===== src/rtl/uart_pkg.sv =====
// Shared UART definitions: transmitter FSM states, parity mode encodings and
// the clocks-per-bit helper used by both the TX and RX sides.
package uart_pkg;

  typedef enum logic [2:0] {
    IDLE,
    START,
    DATA,
    PARITY,
    STOP
  } tx_state_t;

  localparam logic [1:0] PAR_NONE = 2'b00;
  localparam logic [1:0] PAR_EVEN = 2'b01;
  localparam logic [1:0] PAR_ODD  = 2'b10;

  function automatic int calc_div(input int clk_hz, input int baud);
    return clk_hz / baud;
  endfunction

endpackage


===== src/rtl/uart_bit_timer.sv =====
// Bit-period counter: runs 0..DIV-1 while enabled, flags the last cycle of
// each bit period, and is forced to zero when cleared or disabled.
module uart_bit_timer #(
  parameter int DIV = 2,
  parameter int CW  = 1
) (
  input  logic          clock_i,
  input  logic          reset_ni,
  input  logic          en_i,
  input  logic          clear_i,
  output logic          bit_end_o,
  output logic [CW-1:0] count_o
);

  logic [CW-1:0] count_q, count_d;

  assign bit_end_o = (count_q == CW'(DIV - 1));
  assign count_o   = count_q;

  always_comb begin
    count_d = count_q + 1'b1;
    if (clear_i || !en_i || bit_end_o) begin
      count_d = '0;
    end
  end

  always_ff @(posedge clock_i) begin
    if (!reset_ni) begin
      count_q <= '0;
    end else begin
      count_q <= count_d;
    end
  end

endmodule


===== src/rtl/uart_tx_frame.sv =====
// UART transmitter: start bit, LSB-first data, optional parity, one or two stop
// bits, with zero-gap back-to-back frames. Parity support is compiled in only
// when UART_TX_FRAME_PARITY_EN is defined; otherwise par_mode is ignored.
module uart_tx_frame
  import uart_pkg::*;
#(
  parameter int DATA_W = 8,
  parameter int CLK_HZ = 50_000_000,
  parameter int BAUD   = 9600
) (
  input  logic              clock,
  input  logic              reset,
  input  logic              tx_valid,
  output logic              tx_ready,
  input  logic [DATA_W-1:0] tx_data,
  input  logic [1:0]        par_mode,
  input  logic              two_stop,
  output logic              tx_out,
  output logic              busy,
  output logic              done
);

  localparam int DIV = calc_div(CLK_HZ, BAUD);
  localparam int CW  = (DIV > 2) ? $clog2(DIV) : 1;

  if (DIV < 2) begin : g_div_check
    $error("uart_tx_frame: CLK_HZ/BAUD must be at least 2");
  end
  if (DATA_W < 5 || DATA_W > 9) begin : g_width_check
    $error("uart_tx_frame: DATA_W must be in 5..9");
  end

  tx_state_t         state_q, state_d;
  logic [DATA_W-1:0] shift_q, shift_d;
  logic [3:0]        bit_idx_q, bit_idx_d;
  logic              two_stop_q, two_stop_d;
  logic              tx_out_q, tx_out_d;
  logic              busy_q, busy_d;
  logic              done_q, done_d;
  logic              bit_end, accept, last_stop;
  logic [CW-1:0]     count;

`ifdef UART_TX_FRAME_PARITY_EN
  logic [DATA_W-1:0] word_q, word_d;
  logic              par_en_q, par_en_d;
  logic              par_odd_q, par_odd_d;
  logic              par_bit;

  assign par_bit = (^word_q) ^ par_odd_q;
`else
  logic unused_par_mode;

  assign unused_par_mode = ^par_mode;
`endif

  uart_bit_timer #(
    .DIV (DIV),
    .CW  (CW)
  ) u_timer (
    .clock_i   (clock),
    .reset_ni  (reset),
    .en_i      (state_q != IDLE),
    .clear_i   (accept),
    .bit_end_o (bit_end),
    .count_o   (count)
  );

  // With two stop bits the index tells the first stop bit from the second.
  assign last_stop = !two_stop_q || bit_idx_q[0];
  assign tx_ready  = (state_q == IDLE) || ((state_q == STOP) && bit_end && last_stop);
  assign accept    = tx_valid && tx_ready;

  always_comb begin
    state_d    = state_q;
    shift_d    = shift_q;
    bit_idx_d  = bit_idx_q;
    two_stop_d = two_stop_q;
`ifdef UART_TX_FRAME_PARITY_EN
    word_d     = word_q;
    par_en_d   = par_en_q;
    par_odd_d  = par_odd_q;
`endif
    case (state_q)
      IDLE: begin
        if (accept) state_d = START;
      end
      START: begin
        if (bit_end) state_d = DATA;
      end
      DATA: begin
        if (bit_end) begin
          shift_d   = shift_q >> 1;
          bit_idx_d = bit_idx_q + 4'd1;
          if (bit_idx_q == 4'(DATA_W - 1)) begin
            bit_idx_d = '0;
`ifdef UART_TX_FRAME_PARITY_EN
            state_d   = par_en_q ? PARITY : STOP;
`else
            state_d   = STOP;
`endif
          end
        end
      end
`ifdef UART_TX_FRAME_PARITY_EN
      PARITY: begin
        if (bit_end) state_d = STOP;
      end
`endif
      STOP: begin
        if (bit_end) begin
          if (!last_stop) begin
            bit_idx_d = bit_idx_q + 4'd1;
          end else begin
            bit_idx_d = '0;
            state_d   = accept ? START : IDLE;
          end
        end
      end
      default: state_d = IDLE;
    endcase

    // The frame's word and mode are captured once, so later input changes are inert.
    if (accept) begin
      shift_d    = tx_data;
      two_stop_d = two_stop;
      bit_idx_d  = '0;
`ifdef UART_TX_FRAME_PARITY_EN
      word_d     = tx_data;
      par_en_d   = (par_mode == PAR_EVEN) || (par_mode == PAR_ODD);
      par_odd_d  = (par_mode == PAR_ODD);
`endif
    end
  end

  // Outputs are registered from the next state so the line tracks the FSM
  // without a cycle of lag; done looks one cycle ahead to land on the final
  // stop cycle together with tx_ready.
  always_comb begin
    tx_out_d = 1'b1;
    case (state_d)
      START:   tx_out_d = 1'b0;
      DATA:    tx_out_d = shift_d[0];
`ifdef UART_TX_FRAME_PARITY_EN
      PARITY:  tx_out_d = par_bit;
`endif
      default: tx_out_d = 1'b1;
    endcase
    busy_d = (state_d != IDLE);
    done_d = (state_q == STOP) && last_stop && (count == CW'(DIV - 2));
  end

  always_ff @(posedge clock) begin
    if (!reset) begin
      state_q    <= IDLE;
      shift_q    <= '0;
      bit_idx_q  <= '0;
      two_stop_q <= 1'b0;
      tx_out_q   <= 1'b1;
      busy_q     <= 1'b0;
      done_q     <= 1'b0;
`ifdef UART_TX_FRAME_PARITY_EN
      word_q     <= '0;
      par_en_q   <= 1'b0;
      par_odd_q  <= 1'b0;
`endif
    end else begin
      state_q    <= state_d;
      shift_q    <= shift_d;
      bit_idx_q  <= bit_idx_d;
      two_stop_q <= two_stop_d;
      tx_out_q   <= tx_out_d;
      busy_q     <= busy_d;
      done_q     <= done_d;
`ifdef UART_TX_FRAME_PARITY_EN
      word_q     <= word_d;
      par_en_q   <= par_en_d;
      par_odd_q  <= par_odd_d;
`endif
    end
  end

  assign tx_out = tx_out_q;
  assign busy   = busy_q;
  assign done   = done_q;

endmodule


===== config.mk =====
export PLATFORM = sky130hd
export DESIGN_NAME = uart_tx_frame
export DESIGN_NICKNAME = d
export VERILOG_FILES = /design/src/rtl/uart_pkg.sv /design/src/rtl/uart_bit_timer.sv /design/src/rtl/uart_tx_frame.sv
export SDC_FILE = /design/constraint.sdc
export NUM_CORES = 1
export LEC_CHECK = 0
export CORE_ASPECT_RATIO = 0.6
export CORE_UTILIZATION = 58
export DETAILED_ROUTE_END_ITERATION = 7
export PLACE_DENSITY = 0.82
export SLEW_MARGIN = 25
export SYNTH_ARGS = -nofsm -noshare
export SYNTH_HDL_FRONTEND = slang
export SYNTH_SLANG_ARGS = --single-unit

===== constraint.sdc =====
create_clock -name clock -period 4.89 [get_ports clock]
set_clock_uncertainty 0.2 [all_clocks]
set_input_delay 1.467 -clock clock [delete_from_list [all_inputs] [get_ports clock]]
set_output_delay 1.467 -clock clock [all_outputs]
set_load 0.05 [all_outputs]

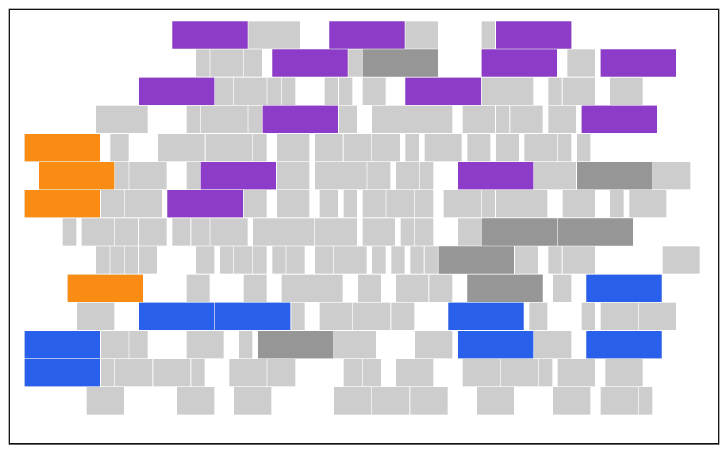
**Above:** run 1 (sequential cells colored by netlist name).
Other sequential cells in the stronger gray, the rest of the logic in the fainter gray.
| netlist name | color | flops |
|---|---|---|
| bit_idx_q | orange | 4 |
| u_timer.count_o | purple | 13 |
| shift_q | blue | 8 |
not colored: 7

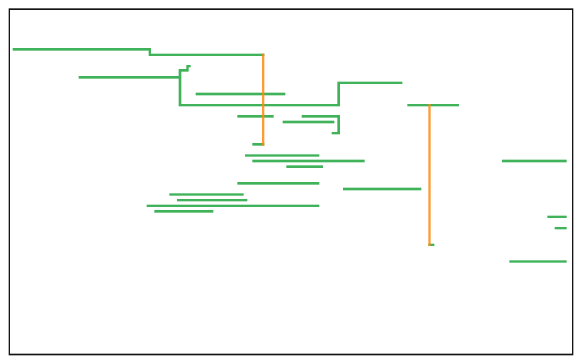
**Above:** run 1 (routed metal, one color a layer).
Only two layers are drawn.
| layer | color | wire length |
|---|---|---|
| M4 | orange | 27.9 um |
| M3 | green | 221 um |
final wirelength: 3280 um
total number of vias: 1,233

==> run notes, run 1 <==
impl run done, here's what came out: hold buffers post-CTS 0, P_clk 184 uW, postcts setup bufs 0, Worst Path Max Fanout 8, highest-count logic cell in the final layout dfxtp_1, P_comb 45.1 uW, number of nets with antenna violations after routing 0, Reg2Reg Setup Slack roughly 2300 ps, Peak VDD IR 182 uV, die height 41.9 um, final setup vio count 0, warnings from Yosys 0, antenna violations before repair 0, CTS tree built, Final nets 198, EDFF count, synth 0, htree depth 2, Mapped Cells around 160, RSZ-0062 raised after global routing no, first-pass GRT wire length approximately 5300 um, CP startpoint kind flop, worst-path cell chain or3_4 > or4_1 > o21ai_4 > clkdlybuf4s50_1, ys flops 32, final hold viol count 0, die area between 0.002 and 0.003 mm2, Power Density approximately 280 mW/mm2, ys cells 164, status complete, no violations, Die X 68.4 um, # clock sinks 32, num rows 14, Post-DP HPWL 2350 um, Unique cell types 41, CTS buffer count 5, Initial DRT Pass Iterations 4, Seq. pwr 274 uW, Hold EP two_stop_q$_SDFFE_PN0P_, tool warning count 29, Clk pwr share 36.6%
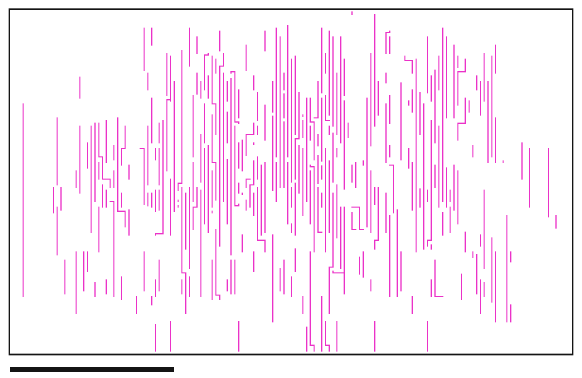
**Above:** run 1 (metal 2).
Bar = 20 um.
wire length on this layer: 1,550 um
share of all routed wire: 47%
nets with wire on the layer: 167
main direction: vertical
longest straight run: 23.5 um

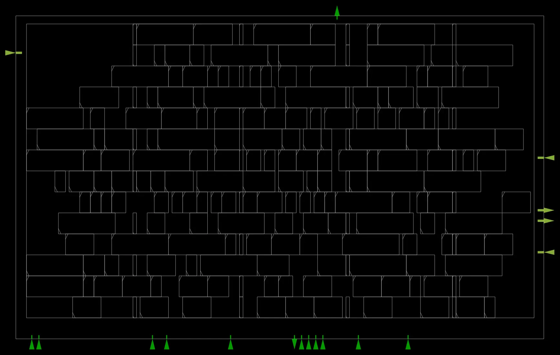
**Above:** run 1 (placement view).
seq_cells: 32
core footprint: 0.00250 mm2
Filler cells: 202
Cell Count, Final, Fillers Out: 213
tap cells: 32

==> run 1: area by class of cell <==
class,instances,area [um2],area share [%]
tap,32,40.0,2.26
timing repair buffer,15,150,8.49
clock buffer,6,72.6,4.10
clock inverter,1,5.00,0.283
sequential,32,641,36.2
inverter,2,7.51,0.424
multi-input combinational,125,853,48.2
==> run 1: metrics by stage <==
stage                     hold slack, ps  area (um2)  power, mW  setup WS (ps)
after detailed placement             271        1690      0.325            634
final                                276        1770      0.503            331
after floorplan                      239        1540      0.308           1470
after global routing                 308        1770      0.523            257
after CTS                            280        1770      0.507            339
after global placement               257        1690      0.322            663
==> run 1: cell families (layout without fill, tap and decap cells) <==
| group | after synthesis | in the layout | share of synthesized area [%] |
|---|---|---|---|
| multiplexers | 9 | 9 | 5.87 |
| flip-flops | 32 | 32 | 41.7 |
| XOR/XNOR | 13 | 13 | 7.42 |
| AND/OR/NAND/NOR | 81 | 81 | 28.8 |
| adder cells (fa/ha/maj) | 3 | 3 | 2.45 |
| buffers and inverters | 7 | 24 | 2.69 |
| AND-OR/OR-AND | 19 | 19 | 11.1 |
==> run 1: how the worst max path moves through the flow <==
stage | to | slack, ps | cells after the start
after floorplan | tx_ready | 1470 | 4
after global placement | tx_ready | 660 | 4
after detailed placement | tx_ready | 630 | 4
after CTS | tx_ready | 340 | 4
after global routing | tx_ready | 260 | 4
final | tx_ready | 330 | 4
==> run 1: routing by layer <==
metal	wire length [um]	vias up	share of wire [%]	track usage (%)
li1	-	601	-	-
met1	1490	583	45	32.8
met2	1550	45	47	39.2
met3	221	4	6.7	9.89
met4	27	0	0.82	10.0
met5	0	-	0	0
==> run 1: worst register-to-register path, stage by stage (launching register included) <==
cell,delay [ps]
dfxtp_1,340
or3_4,400
or4_1,760
o21ai_0,280
nand2_1,130
or3b_1,370
**Run 1: port wiring**

Bar = 20 um.
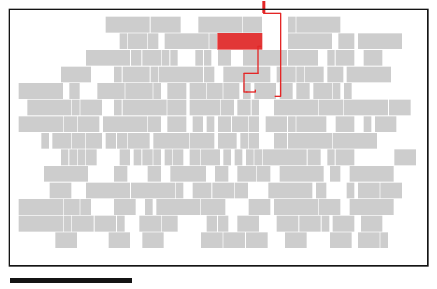

--- run 2 (diff from run 1) ---
--- a/config.mk
+++ b/config.mk
@@ -5,7 +5,7 @@
 export SDC_FILE = /design/constraint.sdc
 export NUM_CORES = 1
 export LEC_CHECK = 0
-export CORE_ASPECT_RATIO = 0.6
+export CORE_ASPECT_RATIO = 1.2
 export CORE_UTILIZATION = 58
 export DETAILED_ROUTE_END_ITERATION = 7
 export PLACE_DENSITY = 0.82
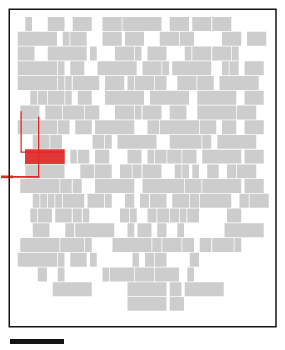
**Above:** run 2 (port wiring).
Bar = 10 um.
| port | color | bits | direction | edge | end cells | buffers | wire |
|---|---|---|---|---|---|---|---|
| done | red | 1 | output | west | 1 | 1 | 31.2 um |

==> run 2 against run 1 <==
Against the previous run:
- count of clock-buffer cells in the layout unchanged
- worst setup slack worse by 52 ps
- sequential cell count is the same
- critical path depth unchanged
- total power is 5.8% lower
- final cell count rose by 0.94%
- worst hold slack improved by 7.0 ps
- cell area shrank 0.85%
- area after synthesis stayed put
- first-iteration DRC count down 66%
==> run notes, run 2 <==
impl run done, here's what came out: status complete, no violations, htree depth 2 (unchanged), comb_multi_in 125 (unchanged), RSZ-0062 raised after global routing no, Post-DP HPWL 2090 um (-11%), seq_cells 32 (unchanged), warnings from Yosys 0 (unchanged), P_clk 156 uW (-15%), CP startpoint kind flop, Clk pwr share 32.9% (-3.7 points), logic share of the area 48.6% (+0.41 points), Top class by area combinational gates, Unique cell types 41 (unchanged), Worst Path Max Fanout 8 (unchanged), core footprint 0.00253 mm2 (+0.90%), ys flops 32 (unchanged), met1 Usage GRT 24.5% (-8.3 points), Seq area share 36.5% (+0.31 points), die height 58.4 um (+39%), tap cells 33 (+3.1%), highest-count logic cell in the final layout dfxtp_1, CTS tree built, CTS buffer count 5 (unchanged), P_comb 44.5 uW (-1%), invs w/o clock 2 (unchanged), setup ws final 279 ps (-52.4 ps), Gate Area 853 um2 (unchanged), final setup vio count 0 (unchanged), ys cells 164 (unchanged), first-pass GRT wire length 4730 um (-11%), die area 0.00286 mm2 (-0.20%), postcts setup bufs 0 (unchanged), Power Density 270 mW/mm2 (-5.0%), Mapped Cells 164 (unchanged), busiest grt layer met2, met3 Track Usage GR 7.49% (-2.4 points), total number of vias 1,179 (-4.4%), ClkCell Share 3.50% (-0.89 points), total power 474 uW (-5.8%), clock buffer count 6 (unchanged), number of nets with antenna violations after routing 0 (unchanged), Peak VDD IR 209 uV (+15%), tool warning count 29 (unchanged), global-route met2 utilization 38.5% (-0.72 points), Final nets 198 (unchanged), Seq. pwr 273 uW (about the same)
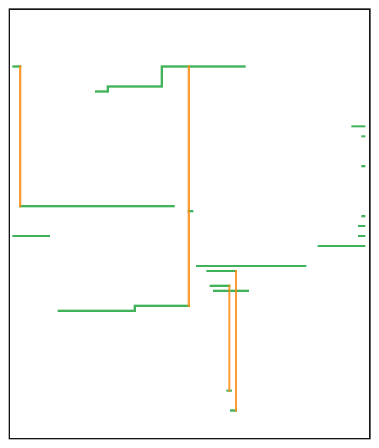
**Above:** run 2 (routed metal, one color a layer).
Only two layers are drawn.
| layer | color | wire length |
|---|---|---|
| M4 | orange | 85.0 um |
| M3 | green | 106 um |

==> run 2: cell counts after synthesis <==
No cell type changed its count.
==> run 2: path summary, 6_finish.rpt <==
| kind | start | end | slack, ps | cells past startpoint |
|---|---|---|---|---|
| max | u_timer.count_o[9]$_SDFF_PP0_ | tx_ready | 280 | 4 |
| max reg2reg | u_timer.count_o[9]$_SDFF_PP0_ | bit_idx_q[3]$_SDFFE_PP0P_ | 2240 | 6 |
| min reg2reg | u_timer.count_o[0]$_SDFF_PP0_ | u_timer.count_o[0]$_SDFF_PP0_ | 280 | 1 |
| min | u_timer.count_o[0]$_SDFF_PP0_ | u_timer.count_o[0]$_SDFF_PP0_ | 280 | 1 |
==> run 2: per-layer routing <==
| metal | up-vias | routed length, um |
|---|---|---|
| met1 | 541 | 1210 |
| li1 | 607 | - |
| met2 | 22 | 1420 |
| met3 | 9 | 105 |
| met5 | - | 0 |
| met4 | 0 | 85 |
==> run 2: per-stage QoR <==
| step | hold WS, ps | utilization (%) | instance area (um2) |
|---|---|---|---|
| 2_1_floorplan | 239 | - | 1540 |
| 3_3_place_gp | 257 | 67.0 | 1690 |
| 3_5_place_dp | 268 | 67.0 | 1690 |
| 4_1_cts | 285 | 69.4 | 1750 |
| 5_1_grt | 323 | 69.4 | 1750 |
| 6_report | 283 | 69.4 | 1750 |
==> run 2: kinds of logic (layout without fill, tap and decap cells) <==
| family | after synthesis | count (layout) | share of synthesized area (%) |
|---|---|---|---|
| XOR/XNOR | 13 | 13 | 7.42 |
| buffers and inverters | 7 | 25 | 2.69 |
| AND/OR/NAND/NOR | 81 | 81 | 28.8 |
| multiplexers | 9 | 9 | 5.87 |
| adder cells (fa/ha/maj) | 3 | 3 | 2.45 |
| AND-OR/OR-AND | 19 | 19 | 11.1 |
| flip-flops | 32 | 32 | 41.7 |
--- run 3 (diff from run 2) ---
--- a/config.mk
+++ b/config.mk
@@ -8,6 +8,7 @@
 export CORE_ASPECT_RATIO = 1.2
 export CORE_UTILIZATION = 58
 export DETAILED_ROUTE_END_ITERATION = 7
+export GPL_TIMING_DRIVEN = 1
 export PLACE_DENSITY = 0.82
 export SLEW_MARGIN = 25
 export SYNTH_ARGS = -nofsm -noshare
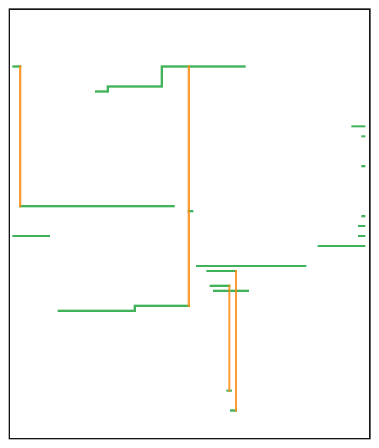
**Above:** run 3 (routed metal, one color a layer).
Only two layers are drawn.
| layer | color | wire length |
|---|---|---|
| M4 | orange | 85.0 um |
| M3 | green | 106 um |

==> run 3 against run 2 <==
Against the previous run:
- register-to-register slack is essentially flat
- sequential share of layout area unchanged
- count of clock-buffer cells in the layout unchanged
- critical path type unchanged
- utilization unchanged
- first-iteration DRC count is the same
- sequential power is essentially flat
- fmax unchanged
==> run notes, run 3 <==
impl run done, here's what came out: warnings from Yosys 0 (unchanged), CP startpoint kind flop, die height 58.4 um (unchanged), met3 Track Usage GR 7.49% (unchanged), CTS tree built, RSZ-0062 raised after global routing no, Clock Latency Late Sink 330 ps, HP Start u_timer.count_o[0]$_SDFF_PP0_, CTS buffer count 5 (unchanged), Final nets 198 (unchanged), die area 0.00286 mm2 (unchanged), htree depth 2 (unchanged), worst hold slack 283 ps (unchanged), post-place instance area 0.00169 mm2 (unchanged), busiest grt layer met2, met1 Usage GRT 24.5% (unchanged), Ports 18, Post-DP HPWL 2090 um (unchanged), RR Startpoint u_timer.count_o[9]$_SDFF_PP0_, global-route met2 utilization 38.5% (unchanged), Peak VDD IR 209 uV (unchanged), core footprint 0.00253 mm2 (unchanged), P_clk 156 uW (about the same), worst setup path start u_timer.count_o[9]$_SDFF_PP0_, postcts setup bufs 0 (unchanged), Seq. pwr 273 uW (about the same), Clk pwr share 32.9% (about the same), total power 474 uW (unchanged), P_comb 44.5 uW (about the same), first-pass GRT wire length 4730 um (unchanged), ys flops 32 (unchanged), crit path DAT 2940 ps, final instance area 0.00175 mm2 (unchanged), Worst Path Max Fanout 8 (unchanged), highest-count logic cell in the final layout dfxtp_1, Power Density 270 mW/mm2 (unchanged), final setup vio count 0 (unchanged), Reg2Reg Setup Slack 2240 ps (about the same), Unique cell types 41 (unchanged), status complete, no violations, ys cells 164 (unchanged)
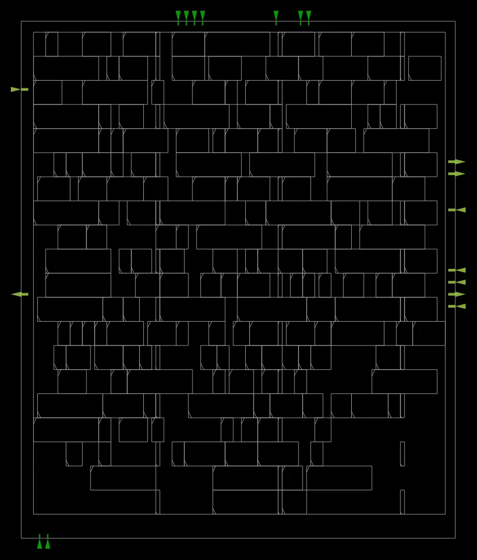
**Above:** run 3 (placement view).
num rows: 20
Seq area share: 36.5%
tap cells: 33

run 3: cell counts after synthesis:
No cell type changed its count.
run 3: logic make-up (layout without fill, tap and decap cells):
group,after synthesis,after routing,synth area share [%]
AOI/OAI and AO/OA,19,19,11.1
buffers and inverters,7,25,2.69
muxes,9,9,5.87
and+or+nand+nor,81,81,28.8
xor gates and xnor gates,13,13,7.42
adders and majority gates,3,3,2.45
DFF,32,32,41.7
run 3: worst paths after layout:
kind                                                       to  cells after the start
worst min register to register  u_timer.count_o[0]$_SDFF_PP0_                      1
worst max-delay path                                 tx_ready                      4
worst max register to register      bit_idx_q[3]$_SDFFE_PP0P_                      6
worst min-delay path            u_timer.count_o[0]$_SDFF_PP0_                      1
run 3: metal layers:
layer	routed length [um]	vias to the layer above
met2	1420	22
li1	-	607
met1	1210	541
met5	0	-
met4	85	0
met3	105	9
run 3: per-stage QoR:
| stage | worst slack [ps] | utilization (%) | instances |
|---|---|---|---|
| after floorplan | 1470 | - | 164 |
| after global placement | 672 | 67.0 | 207 |
| after detailed placement | 632 | 67.0 | 207 |
| after CTS | 257 | 69.4 | 215 |
| after global routing | 179 | 69.4 | 215 |
| final | 279 | 69.4 | 215 |
run 3: cell type report:
type	instances	area, um2	share of cell area [%]
Multi-Input combinational cell	125	853	48.6
Sequential cell	32	641	36.5
Timing Repair Buffer	15	150	8.56
Clock buffer	6	51.3	2.92
Tap cell	33	41.3	2.35
Clock inverter	2	10.0	0.571
Inverter	2	7.51	0.428
Power is estimated from default activity; no workload was simulated.
